==> config.mk <==
export PLATFORM = sky130hd
export DESIGN_NAME = bcd_counter_ndigit
export DESIGN_NICKNAME = d
export VERILOG_FILES = /design/src/rtl/bcd_counter_ndigit.sv
export SDC_FILE = /design/constraint.sdc
export NUM_CORES = 1
export LEC_CHECK = 0
export ABC_CLOCK_PERIOD_IN_PS = 5050
export CAP_MARGIN = 10
export CELL_PAD_IN_SITES_DETAIL_PLACEMENT = 1
export CELL_PAD_IN_SITES_GLOBAL_PLACEMENT = 1
export CORE_MARGIN = 3
export CORE_UTILIZATION = 39
export CTS_CLUSTER_SIZE = 14
export DETAILED_ROUTE_END_ITERATION = 8
export PLACE_DENSITY = 0.95
export SLEW_MARGIN = 30
export SYNTH_ARGS = -nofsm -noshare
export SYNTH_HDL_FRONTEND = slang
export SYNTH_SLANG_ARGS = --single-unit
==> constraint.sdc <==
create_clock -name clk -period 5.05 [get_ports clk]
set_clock_uncertainty 0.2 [all_clocks]
set_input_delay 0.7575 -clock clk [delete_from_list [all_inputs] [get_ports clk]]
set_output_delay 0.7575 -clock clk [all_outputs]
set_load 0.1 [all_outputs]
==> src/rtl/bcd_counter_ndigit.sv <==
// N-digit BCD up/down counter with synchronous load, terminal-count pulse and load error flag.
// Define BCD_COUNTER_SAT_EN to saturate at all-9s / all-0s instead of wrapping.
module bcd_counter_ndigit #(
  parameter int unsigned              DIGITS  = 4,
  parameter logic [4*DIGITS-1:0]      RST_VAL = '0
) (
  input  logic                  clk,
  input  logic                  reset,
  input  logic                  en,
  input  logic                  up_dn,
  input  logic                  load,
  input  logic [4*DIGITS-1:0]   load_val,
  output logic [4*DIGITS-1:0]   count,
  output logic                  tc,
  output logic                  load_err
);

  logic [4*DIGITS-1:0] count_q, count_d;
  logic                tc_q, tc_d;
  logic                load_err_q, load_err_d;

  logic [4*DIGITS-1:0] load_clean;
  logic                load_bad;
  logic [4*DIGITS-1:0] stepped;
  logic                carry;

  always_comb begin
    load_clean = '0;
    load_bad   = 1'b0;
    for (int unsigned i = 0; i < DIGITS; i++) begin
      if (load_val[4*i +: 4] > 4'd9) load_bad = 1'b1;
      else                           load_clean[4*i +: 4] = load_val[4*i +: 4];
    end
  end

  // Ripple carry/borrow through the digits; carry out of the top digit marks a wrap.
  always_comb begin
    stepped = count_q;
    carry   = 1'b1;
    for (int unsigned i = 0; i < DIGITS; i++) begin
      if (carry) begin
        if (up_dn) begin
          if (count_q[4*i +: 4] == 4'd9) begin
            stepped[4*i +: 4] = 4'd0;
          end else begin
            stepped[4*i +: 4] = count_q[4*i +: 4] + 4'd1;
            carry = 1'b0;
          end
        end else begin
          if (count_q[4*i +: 4] == 4'd0) begin
            stepped[4*i +: 4] = 4'd9;
          end else begin
            stepped[4*i +: 4] = count_q[4*i +: 4] - 4'd1;
            carry = 1'b0;
          end
        end
      end
    end
  end

  always_comb begin
    count_d    = count_q;
    tc_d       = 1'b0;
    load_err_d = load_err_q;
    if (load) begin
      count_d    = load_clean;
      load_err_d = load_bad;
    end else if (en) begin
`ifdef BCD_COUNTER_SAT_EN
      if (carry) tc_d = 1'b1;
      else       count_d = stepped;
`else
      count_d = stepped;
      tc_d    = carry;
`endif
    end
  end

  always_ff @(posedge clk or negedge reset) begin
    if (!reset) begin
      count_q    <= RST_VAL;
      tc_q       <= 1'b0;
      load_err_q <= 1'b0;
    end else begin
      count_q    <= count_d;
      tc_q       <= tc_d;
      load_err_q <= load_err_d;
    end
  end

  assign count    = count_q;
  assign tc       = tc_q;
  assign load_err = load_err_q;

endmodule

**Gate families picked out**

Scale: 4 px per µm.
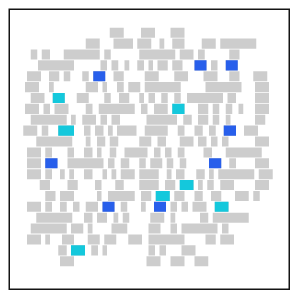
- cyan: AND-OR and OR-AND gates (cells 7; most used a221o_1)
- blue: XOR/XNOR gates (cells 8; most used xnor2_1)
multi-input gate share of the layout cell area: 51.3%
most used logic cell in the final layout: sky130_fd_sc_hd__clkdlybuf4s50_1

**Zoomed window**

Region (40, 40) to (65, 65) µm. Cells in gray, sequential cells in the stronger gray; small squares are vias.
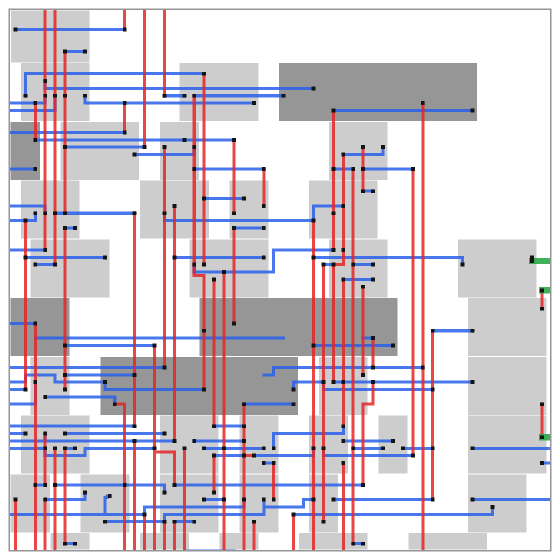
- blue: met1
- red: met2
- green: met3
- cells with their middle in the window: 32
- netlist names of flops here include: `count` (3)
- most frequent: clkdlybuf4s50_1 (8), dfrtp_1 (3)
- sequential cells in the window: 3

==> report_table.html <==
<h3>Run summary</h3>
<table>
<tr><th>Metric</th><th>Value</th></tr>
<tr><th colspan="2">GRT</th></tr>
<tr><td>Highest-utilization routing layer at the global route stage</td><td>met2</td></tr>
<tr><th colspan="2">Setup path</th></tr>
<tr><td>Type of destination of the critical path</td><td>register</td></tr>
<tr><td>Total stage count of the critical path</td><td>7</td></tr>
<tr><td>Critical Path Sink</td><td>count[15]</td></tr>
<tr><td>Critical Path Start</td><td>up_dn</td></tr>
<tr><td>Gate family responsible for the most delay along the worst path</td><td>buffers and inverters</td></tr>
<tr><td>Required time reported for the critical path endpoint</td><td>4980 ps</td></tr>
<tr><th colspan="2">Status</th></tr>
<tr><td>Run status</td><td>finished clean</td></tr>
<tr><th colspan="2">Final timing</th></tr>
<tr><td>Post-layout period usage of the worst path</td><td>63.5%</td></tr>
<tr><td>Final slew viol count</td><td>0</td></tr>
<tr><td>Setup repair after global routing missed its margin</td><td>no</td></tr>
<tr><td>PnR worst setup slack</td><td>1850 ps</td></tr>
<tr><td>Maximum achievable frequency</td><td>312 MHz</td></tr>
<tr><td>Min Hold Slack</td><td>235 ps</td></tr>
<tr><th colspan="2">Clock network</th></tr>
<tr><td>Num Clock Sinks</td><td>18</td></tr>
<tr><td>Number of hold-repair buffers added at the cts stage</td><td>0</td></tr>
<tr><th colspan="2">Placed design</th></tr>
<tr><td>Count of buffers inserted at the top-level ports</td><td>38</td></tr>
<tr><td>Number of cells in the design after placement</td><td>264</td></tr>
<tr><th colspan="2">Route</th></tr>
<tr><td>Met2 WL post-DR</td><td>2160 µm</td></tr>
<tr><th colspan="2">Synthesis</th></tr>
<tr><td>Post-synth tally of flip-flops with integrated enable</td><td>0</td></tr>
<tr><td>Net count after synthesis</td><td>216</td></tr>
<tr><td>Fraction of post-synthesis cell area in the top cell type by area</td><td>28.5%</td></tr>
<tr><td>Post-synth cell types</td><td>53</td></tr>
<tr><td>Fa+ha+maj area frac</td><td>0%</td></tr>
<tr><td>Cell type with the highest aggregate area in the netlist</td><td>sky130_fd_sc_hd__dfrtp_1</td></tr>
<tr><td>Number of storage elements in the synthesis netlist</td><td>18</td></tr>
<tr><th colspan="2">Power and ir drop</th></tr>
<tr><td>Fraction of power consumed by sequential logic</td><td>34.0%</td></tr>
<tr><td>Overall Power</td><td>574 µW</td></tr>
<tr><th colspan="2">Final layout</th></tr>
<tr><td>Final standard cell area without fillers</td><td>2000 µm²</td></tr>
<tr><td>Non-clock buffer area fraction after layout</td><td>19.6%</td></tr>
<tr><td>Flop count</td><td>18</td></tr>
</table>
Power is estimated from default activity; no workload was simulated.
